Fig. 1: run 1, met2 routing
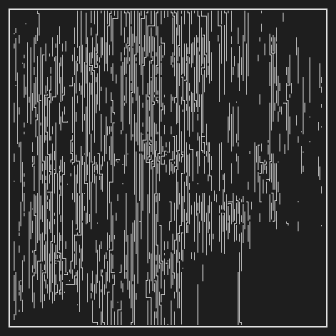
Fig. 2: run 1, track usage over the die
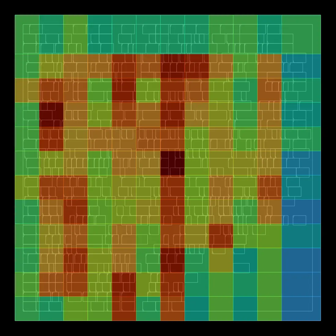
Fig. 3: run 1, local utilization
Scale bar: 20 µm. 9 x 9 tiles, from black (low) to pale yellow (high), 0 to 100% covered.
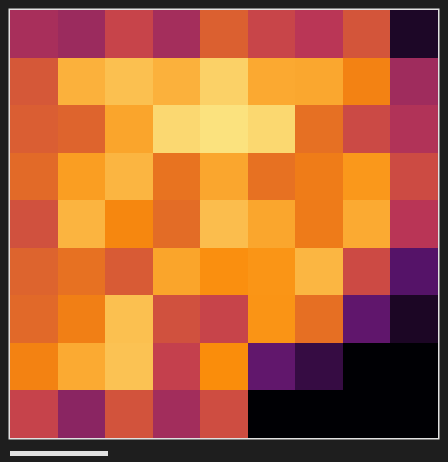
===== config.mk =====
export PLATFORM = sky130hd
export DESIGN_NAME = uart_cmd_sched_flat
export DESIGN_NICKNAME = d
export VERILOG_FILES = /design/src/rtl/uart_cmd_sched_pkg.sv /design/src/rtl/uart_cmd_sched_if.sv /design/src/rtl/uart_cmd_sched_rr_arbiter.sv /design/src/rtl/uart_cmd_sched.sv /design/src/flat_wrapper.sv
export SDC_FILE = /design/constraint.sdc
export NUM_CORES = 1
export LEC_CHECK = 0
export ABC_AREA = 1
export CAP_MARGIN = 10
export CORE_MARGIN = 2
export CORE_UTILIZATION = 40
export CTS_BUF_LIST = sky130_fd_sc_hd__clkbuf_4 sky130_fd_sc_hd__clkbuf_8
export CTS_CLUSTER_DIAMETER = 150
export DETAILED_ROUTE_END_ITERATION = 10
export GPL_TIMING_DRIVEN = 0
export PLACE_DENSITY = 0.9
export SLEW_MARGIN = 20
export SYNTH_ARGS = -nofsm -noshare
export SYNTH_HDL_FRONTEND = slang
export SYNTH_SLANG_ARGS = --single-unit

===== constraint.sdc =====
create_clock -name clk -period 2.3 [get_ports clk]
set_clock_uncertainty 0.1 [all_clocks]
set_input_delay 0.46 -clock clk [delete_from_list [all_inputs] [get_ports clk]]
set_output_delay 0.46 -clock clk [all_outputs]
set_load 0.02 [all_outputs]

===== src/rtl/uart_cmd_sched_pkg.sv =====
// Shared types and constants for the UART command scheduler.
// Latency: none (declarations only).
// Backpressure: not applicable.
package uart_sched_pkg;
    localparam int CMD_W  = 24;
    localparam int RESP_W = 8;
    localparam logic [RESP_W-1:0] TMO_RESP = 8'h00;

    typedef enum logic [2:0] {
        IDLE,
        SEND,
        WAIT_SENT,
        WAIT_RESP,
        DONE
    } sched_state_t;
endpackage


===== src/rtl/uart_cmd_sched_if.sv =====
// Handshake bundle between the scheduler (master) and the UART command master (slave).
// Latency: wires only.
// Backpressure: cmd_sent / resp_rdy from the slave pace the scheduler.
interface uart_cmd_sched_if;
    import uart_sched_pkg::*;

    logic [CMD_W-1:0]  cmd;
    logic              send_cmd;
    logic              cmd_sent;
    logic              resp_rdy;
    logic [RESP_W-1:0] resp_rcv;
    logic              clr_resp_rdy;

    modport master (
        output cmd, send_cmd, clr_resp_rdy,
        input  cmd_sent, resp_rdy, resp_rcv
    );

    modport slave (
        input  cmd, send_cmd, clr_resp_rdy,
        output cmd_sent, resp_rdy, resp_rcv
    );
endinterface


===== src/rtl/uart_cmd_sched_rr_arbiter.sv =====
// Round-robin pick: first active requester searching from ptr+1 upward, wrapping.
// Latency: combinational.
// Backpressure: none; the caller decides when to use gnt.
module rr_arbiter #(
    parameter int NREQ = 4,
    localparam int PW  = $clog2(NREQ)
) (
    input  logic [NREQ-1:0] req,
    input  logic [PW-1:0]   ptr,
    output logic [PW-1:0]   gnt,
    output logic            any
);
    int idx;

    // Walk from the farthest candidate to the nearest so the nearest wins.
    always_comb begin
        gnt = '0;
        idx = 0;
        any = |req;
        for (int i = NREQ; i >= 1; i--) begin
            idx = int'(ptr) + i;
            if (idx >= NREQ) idx = idx - NREQ;
            if (req[PW'(idx)]) gnt = PW'(idx);
        end
    end
endmodule


===== src/rtl/uart_cmd_sched.sv =====
// Shares one UART command master among NREQ requesters, round-robin; optional timeout via UART_SCHED_TMO_EN.
// Latency: req -> send_cmd 1 cycle; resp_rdy -> done 1 cycle; done -> next send_cmd 2 cycles.
// Backpressure: requests wait in IDLE while busy; cmd_sent/resp_rdy stall the FSM in their wait states.
module uart_cmd_sched
    import uart_sched_pkg::*;
#(
    parameter int NREQ       = 4,
    parameter int TMO_CYCLES = 1000000
) (
    input  logic                  clk,
    input  logic                  rst,
    input  logic [NREQ-1:0]       req,
    input  logic [NREQ*CMD_W-1:0] req_cmd,
    output logic [NREQ-1:0]       done,
    output logic [RESP_W-1:0]     resp,
    output logic                  tmo,
    output logic                  busy,
    uart_cmd_sched_if.master      uart
);
    localparam int PW = $clog2(NREQ);

    sched_state_t     state;
    logic [PW-1:0]    ptr;
    logic [PW-1:0]    gnt;
    logic [PW-1:0]    win;
    logic             any_req;
    logic [CMD_W-1:0] cmd_q;
    logic [CMD_W-1:0] win_cmd;
    logic             send_q;
    logic             tmo_q;
    logic             tmo_hit;

    rr_arbiter #(.NREQ(NREQ)) u_arb (
        .req (req),
        .ptr (ptr),
        .gnt (win),
        .any (any_req)
    );

    always_comb begin
        win_cmd = '0;
        for (int i = 0; i < NREQ; i++)
            if (win == PW'(i)) win_cmd = req_cmd[i*CMD_W +: CMD_W];
    end

`ifdef UART_SCHED_TMO_EN
    localparam int TW = $clog2(TMO_CYCLES + 1);
    logic [TW-1:0] tmo_cnt;

    // tmo_cnt counts completed WAIT_RESP cycles, so the hit lands in the TMO_CYCLES-th one.
    always_ff @(posedge clk) begin
        if (rst)                     tmo_cnt <= '0;
        else if (state == WAIT_SENT) tmo_cnt <= '0;
        else if (state == WAIT_RESP) tmo_cnt <= tmo_cnt + 1'b1;
    end

    assign tmo_hit = (state == WAIT_RESP) && (tmo_cnt == TW'(TMO_CYCLES - 1));
`else
    logic unused_tmo_cfg;
    assign unused_tmo_cfg = ^TMO_CYCLES;
    assign tmo_hit        = 1'b0;
`endif

    // The response-side clear must land in the same cycle resp_rdy is seen.
    assign uart.clr_resp_rdy = (state == SEND) ||
                               ((state == WAIT_RESP) && (uart.resp_rdy || tmo_hit));
    assign uart.cmd      = cmd_q;
    assign uart.send_cmd = send_q;
    assign busy          = (state != IDLE);
    assign tmo           = tmo_q;

    always_ff @(posedge clk) begin
        if (rst) begin
            state  <= IDLE;
            ptr    <= PW'(NREQ - 1);
            gnt    <= '0;
            cmd_q  <= '0;
            resp   <= '0;
            done   <= '0;
            send_q <= 1'b0;
            tmo_q  <= 1'b0;
        end else begin
            send_q <= 1'b0;
            done   <= '0;
            case (state)
                IDLE: begin
                    if (any_req) begin
                        gnt    <= win;
                        cmd_q  <= win_cmd;
                        send_q <= 1'b1;
                        state  <= SEND;
                    end
                end
                SEND: state <= WAIT_SENT;
                WAIT_SENT: begin
                    if (uart.cmd_sent) state <= WAIT_RESP;
                end
                WAIT_RESP: begin
                    if (uart.resp_rdy) begin
                        resp      <= uart.resp_rcv;
                        done[gnt] <= 1'b1;
                        state     <= DONE;
                    end else if (tmo_hit) begin
                        resp      <= TMO_RESP;
                        tmo_q     <= 1'b1;
                        done[gnt] <= 1'b1;
                        state     <= DONE;
                    end
                end
                DONE: begin
                    ptr   <= gnt;
                    tmo_q <= 1'b0;
                    state <= IDLE;
                end
                default: state <= IDLE;
            endcase
        end
    end
endmodule


===== src/flat_wrapper.sv =====
// flat-port wrapper written by rule: the top's interface ports become plain ports
module uart_cmd_sched_flat import uart_sched_pkg::*;
#(
    parameter int NREQ       = 4,
    parameter int TMO_CYCLES = 1000000
)
  (clk, rst, req, req_cmd, done, resp, tmo, busy, uart_cmd, uart_send_cmd, uart_clr_resp_rdy, uart_cmd_sent, uart_resp_rdy, uart_resp_rcv);
  uart_cmd_sched_if uart_i ();
  input  logic clk;
  input  logic rst;
  input  logic [NREQ-1:0] req;
  input  logic [NREQ*CMD_W-1:0] req_cmd;
  output logic [NREQ-1:0] done;
  output logic [RESP_W-1:0] resp;
  output logic tmo;
  output logic busy;
  output wire logic [$bits(uart_i.cmd)-1:0] uart_cmd;
  output wire logic [$bits(uart_i.send_cmd)-1:0] uart_send_cmd;
  output wire logic [$bits(uart_i.clr_resp_rdy)-1:0] uart_clr_resp_rdy;
  input wire logic [$bits(uart_i.cmd_sent)-1:0] uart_cmd_sent;
  input wire logic [$bits(uart_i.resp_rdy)-1:0] uart_resp_rdy;
  input wire logic [$bits(uart_i.resp_rcv)-1:0] uart_resp_rcv;
  assign uart_cmd = uart_i.cmd;
  assign uart_send_cmd = uart_i.send_cmd;
  assign uart_clr_resp_rdy = uart_i.clr_resp_rdy;
  assign uart_i.cmd_sent = uart_cmd_sent;
  assign uart_i.resp_rdy = uart_resp_rdy;
  assign uart_i.resp_rcv = uart_resp_rcv;
  uart_cmd_sched #(.NREQ(NREQ), .TMO_CYCLES(TMO_CYCLES)) u_core (.clk(clk), .rst(rst), .req(req), .req_cmd(req_cmd), .done(done), .resp(resp), .tmo(tmo), .busy(busy), .uart(uart_i));
endmodule

==> notes.md, run 1 <==
The synthesis and place-and-route flow finished, so here is a summary.

The commonest cells after synthesis are nand2_1 (104), nand4_1 (49), dfxtp_1 (44). TritonCTS built the clock tree. The remaining design rule violation count came out at 0. The startpoint class of the critical path is a primary input. The count of maximum capacitance violations is 0.

In the setup report, the worst path falls into the class in -> reg. In the final layout, flip-flops and latches occupy 881 µm². The tool warning count is 26. Hold-check failures listed in the final report amount to 0.

The number of cells traversed by the worst register-to-register path came out at 10. The number of nets with antenna violations after detailed routing came out at 0. The synthesized netlist net count is between 400 and 500. The cell row count is 30.

The worst register-to-register path begins at u_core.state[0]$_SDFFE_PP0P_. The post-synthesis area per instance is 7.14 µm². Measured along the x axis, the die boundary spans slightly below 90 µm. The routability congestion estimate is between 0.9 and 1. The worst setup path is captured at a flip-flop. The start point of the worst min-delay path is u_core.gnt[1]$_SDFFE_PP0P_. The max-slew violation count is 0. The worst-margin pin slew is a little over 700 ps. In this run the count of I/O pins placed on the die edge is 152. Detailed placement finished with a half-perimeter wire length of approximately 7600 µm.

The via count of the first global-routing pass is approximately 3300. The port buffer count came out at about 150. The clock buffer count from CTS is 5. The worst flop-to-flop path endpoint is u_core.uart.cmd[12]$_SDFFE_PP0P_.

In this run, synthesis produced a sequential element count of 44. The cell total in the yosys stat output came out at 386. The post-route minimum period is 2240 ps. The worst hold-check path type is reg -> reg. Adding up every negative setup slack in the final design gives 0 ps.

The run finished with clean final reports. The floorplan die height came out at a little under 90 µm. The power per cell area is around 550 nW/µm². The number of levels in the clock H-tree is 2.

The final timing report counts setup violations totalling 0. Per STA, the library cell used most along the worst path is inv_1.
## Picture notes: Fig. 1
- nets with wire on the layer: 560
- main direction: vertical
via count: 3438
final routed wirelength across all metal layers: 10000 µm
met2 demand-to-capacity share in global routing: 44.8%

## Picture notes: Fig. 2
most congested layer reported by global routing: met2
met3 routing resource usage after global routing: 7.68%
overall routing resource usage: 25.1%
wire length per cell after detailed routing: 15.9 µm
post-route core utilization: 68.2%

## Picture notes: Fig. 3
- tiles over 75% full: 33%
- nearly empty tiles: 7.4%
- emptiest ninth of the die: lower right
- mean over tiles: 59%
floorplan core density: 41.0%
area of the core: 6720 µm²

[run 1: routing by layer]
layer	global-route usage (%)	part of all wire, %	up-vias
li1	-	-	1651
met1	28.4	38	1570
met2	44.8	51	192
met3	7.68	9.0	25
met4	8.24	2.1	0
met5	0	0	-
[run 1: sequential cells by signal, summed over array words and instances (netlist names)]
register and cells:
u_core.ptr 2, u_core.uart.send_cmd 1, u_core.uart.cmd 24, u_core.resp 8
u_core.gnt 2, u_core.done 4, u_core.state 3
[run 1: worst max path at each step]
stage                                       endpoint    from  cells past startpoint
floorplan           u_core.uart.cmd[10]$_SDFFE_PP0P_  req[1]                     14
global placement          u_core.gnt[0]$_SDFFE_PP0P_  req[3]                     10
detailed placement  u_core.uart.cmd[17]$_SDFFE_PP0P_  req[3]                     16
CTS                 u_core.uart.cmd[17]$_SDFFE_PP0P_  req[2]                     16
global route        u_core.uart.cmd[17]$_SDFFE_PP0P_  req[0]                     16
finish              u_core.uart.cmd[12]$_SDFFE_PP0P_  req[0]                     10
[run 1: cells by family after synthesis]
group / after synthesis / synth area share (%)
compound gates: 50 / 11.4
buf+inv: 54 / 11.0
flops: 44 / 32.0
other cells: 1 / 0.136
simple gates: 237 / 45.5
[run 1: worst max-delay path: cells and delay by family]
kind	cells	cell delay, ps
buffers and inverters	6	1160
AND-OR/OR-AND	1	50
AND/OR/NAND/NOR	3	630
[run 1: cell type report]
class                           instances  area share, %
Multi-Input combinational cell        288           34.7
Timing Repair Buffer                  159           34.3
Sequential cell                        44           19.2
Buffer                                 29           4.89
Tap cell                               80           2.19
Inverter                               24           2.13
Clock buffer                            5           1.50
Clock inverter                          3           1.01
[run 1: stage by stage]
step | hold WS [ps] | instance area, µm² | power, W
final | 343 | 4580 | 0.00252
after global routing | 375 | 4580 | 0.00262
after CTS | 347 | 4490 | 0.00249
after detailed placement | 342 | 4360 | 0.00187
after global placement | 331 | 4360 | 0.00185
after floorplan | 321 | 2760 | 0.00141
[run 1: where the power goes]
group | total (W) | internal (W) | switching (W) | leakage [nW]
clock | 0.000626 | 0.000328 | 0.000298 | 0.0548
sequential | 0.000885 | 0.000838 | 0.0000468 | 0.360
combinational | 0.00101 | 0.000484 | 0.000528 | 1.42
[run 1: placed cells by master, fill, tap and decap left out, drive strengths merged, types with 2 or more instances in the layout]
master         count
nor3               6
clkdlybuf4s50    147
nand2            121
nand4             49
dlymetal6s2s       2
nand3             52
dfxtp             44
inv               25
a21oi             41
buf               32
o21ai              7
nor2               8
clkbuf            11
[run 1: what timing repair did]
item,4_1_cts,5_1_grt
pin swaps,3,5
hold endpoints to repair,0,0
resized,2,17
hold buffers,0,0
setup endpoints to repair,5,23
setup buffers,3,6
Fig. 4: run 1, routed metal per tile
Scale bar: 20 µm. 17 x 17 tiles, from black (low) to pale yellow (high), scaled to the fullest tile. Values are wire area over tile area, all layers added.
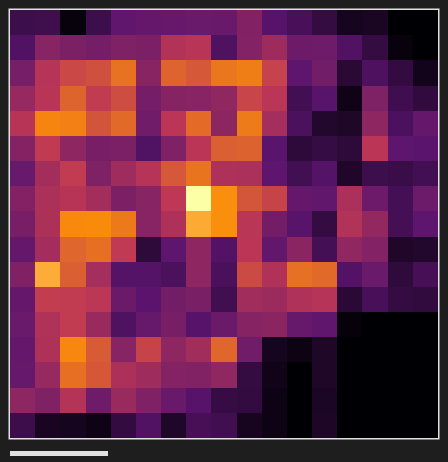

==> run 1 -> run 2 <==
CORE_UTILIZATION = 39   (was 40)
CTS_BUF_LIST = not set   (was sky130_fd_sc_hd__clkbuf_4 sky130_fd_sc_hd__clkbuf_8)
PLACE_DENSITY = 0.88   (was 0.9)
Fig. 5: run 2, routed metal per tile
Scale bar: 20 µm. 18 x 18 tiles, from black (low) to pale yellow (high), scaled to the fullest tile. Values are wire area over tile area, all layers added.
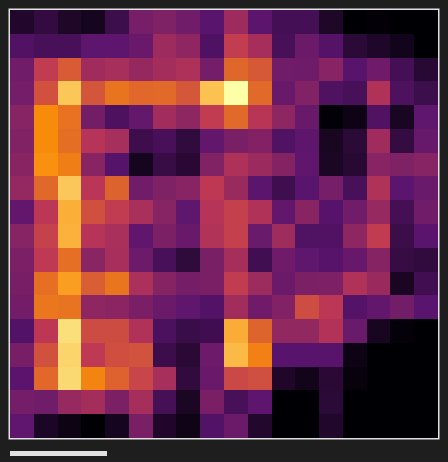
- emptiest ninth of the die: lower right
- densest ninth of the die: middle left
- mean over tiles: 0.22
- tiles over half the peak: 20%

Fig. 6: run 2, metal 1
Scale bar: 20 µm.
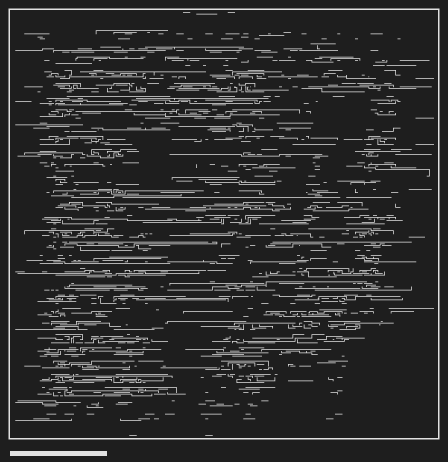
- share of all routed wire: 39%
- wire length on this layer: 3870 µm
- longest straight run: 44.6 µm
- main direction: horizontal
- nets with wire on the layer: 570
final routed wirelength across all metal layers: 10000 µm
met1 track utilization from global routing: 28.2%
via count: 3396

==> run 2 against run 1 <==
Count of clock-buffer cells in the layout unchanged. Via count decreased by 1.2%. Wire length increased by 0.12%. Worst setup slack improved by 31 ps. Register-to-register slack improved by 110 ps. Non-clock buffer count decreased by 3. Die size increased by 2.4%. First-iteration DRC count decreased by 2.7%. Synthesized cell count unchanged. Total power decreased by 0.55%. Sequential share of layout area about the same. Cell area increased by 0.16%. Critical endpoint is now u_core.uart.cmd[20]$_SDFFE_PP0P_.
==> notes.md, run 2 <==
The synthesis and place-and-route flow finished, so here is a summary.

The launch point of the worst register-to-register path is recorded as u_core.ptr[1]$_SDFFE_PP1N_. The port buffer count is 150 (unchanged). The number of flip-flops in the largest register came out at 24 (unchanged). The routability congestion estimate came out at 0.904 (-1.1%). The number of cells traversed by the worst register-to-register path is 15 (+5). The start point of the worst min-delay path is u_core.gnt[1]$_SDFFE_PP0P_. The remaining design rule violation count is 0 (unchanged).

The via count of the first global-routing pass came out at 3417 (+4.8%). The post-route minimum period came to 2210 ps (-30.8 ps). The total routing resource utilization after global routing is 24.9% (-0.18 points). The width of the chip is 88.1 µm (+1.2%). The cell total in the yosys stat output came out at 386 (unchanged). The most common logic cells in the final layout are clkdlybuf4s50_1 (148), nand2_1 (102), nand4_1 (49). The number of nets with antenna violations after detailed routing came to 0 (unchanged). The most used logic cell in the final layout is clkdlybuf4s50_1.

The total power after layout was 0.00251 W (-0.55%). The floorplan die height came out at 88.1 µm (+1.2%). The number of levels in the clock H-tree is 2 (unchanged). The total negative slack for setup checks is 0 ps (unchanged).

For reference, the top cells by count after synthesis are nand2_1 (104), nand4_1 (49), dfxtp_1 (44). The number of failing hold endpoints at the final stage came out at 0 (unchanged). The setup-violating endpoint count in the final report is 0 (unchanged).

The flow ran to the end, and the final reports show no timing, DRC or antenna violations. The worst flop-to-flop path endpoint is u_core.uart.cmd[20]$_SDFFE_PP0P_. The kind of critical path is in -> reg. The final HPWL from detailed placement came out at 7690 µm (+1.0%).

According to the hold report, the worst path is of the reg -> reg type. The worst setup path endpoint is u_core.uart.cmd[20]$_SDFFE_PP0P_. STA classifies the critical path endpoint as a flip-flop.
==> run 2: worst min path at each step <==
stage | cells after the start | endpoint | slack [ps]
after CTS | 1 | u_core.done[1]$_SDFF_PP0_ | 360
after detailed placement | 1 | u_core.done[1]$_SDFF_PP0_ | 350
final | 1 | u_core.done[1]$_SDFF_PP0_ | 370
after floorplan | 1 | u_core.done[0]$_SDFF_PP0_ | 320
after global placement | 1 | u_core.done[1]$_SDFF_PP0_ | 330
after global routing | 2 | u_core.uart.cmd[8]$_SDFFE_PP0P_ | 390
==> run 2: final cells by class <==
class / count / area (µm²) / share of cell area [%]
Sequential cell: 44 / 881 / 19.2
Clock buffer: 5 / 68.8 / 1.50
Buffer: 30 / 231 / 5.04
Inverter: 24 / 97.6 / 2.13
Clock inverter: 3 / 46.3 / 1.01
Tap cell: 96 / 120 / 2.62
Multi-Input combinational cell: 288 / 1590 / 34.7
Timing Repair Buffer: 155 / 1550 / 33.8
==> run 2: power by group <==
| part | switching [W] | total, W | internal, W |
|---|---|---|---|
| logic | 0.000532 | 0.00102 | 0.000486 |
| clock network | 0.000280 | 0.000607 | 0.000327 |
| registers | 0.0000471 | 0.000885 | 0.000838 |
==> run 2: timing repair <==
item                                   CTS  global route
pin swaps                                0             3
resized                                  3            21
setup endpoints to repair                2            26
setup buffers                            0             4
endpoints found under the hold margin    0             0
gates cloned                             0             1
hold buffers                             0             0
==> run 2: cell families after synthesis <==
logic type,after synthesis,synth area share (%)
buf+inv,54,11.0
simple gates,237,45.5
compound gates,50,11.4
other cells,1,0.136
flops,44,32.0
==> run 2: metrics by stage <==
stage | setup slack, ps | cell area, µm² | hold slack [ps] | utilization, %
after detailed placement | -323 | 4380 | 345 | 64.1
after global routing | -30.2 | 4590 | 387 | 67.2
final | 87.6 | 4590 | 365 | 67.2
after CTS | 17.9 | 4490 | 359 | 65.8
after floorplan | 462 | 2760 | 321 | -
after global placement | -233 | 4380 | 333 | 64.1
==> run 2: critical path, stage by stage <==
cell and delay, ps:
clkdlybuf4s50_1 500, inv_1 70, nand2_2 80, nand2_1 90
a21oi_4 210, nand2_2 90, nand2_4 140, clkbuf_4 240
nand4_1 110, nand4_1 140, nand2_1 70, a21oi_1 140
==> run 2: metal layers <==
| metal | GRT usage, % | part of all wire [%] | vias up |
|---|---|---|---|
| met4 | 9.23 | 3.3 | 0 |
| met1 | 28.2 | 39 | 1533 |
| met2 | 45.1 | 50 | 185 |
| li1 | - | - | 1645 |
| met3 | 6.41 | 8.5 | 33 |
| met5 | 0 | 0 | - |
No activity file was given, so power comes from the tool's default toggle rates.
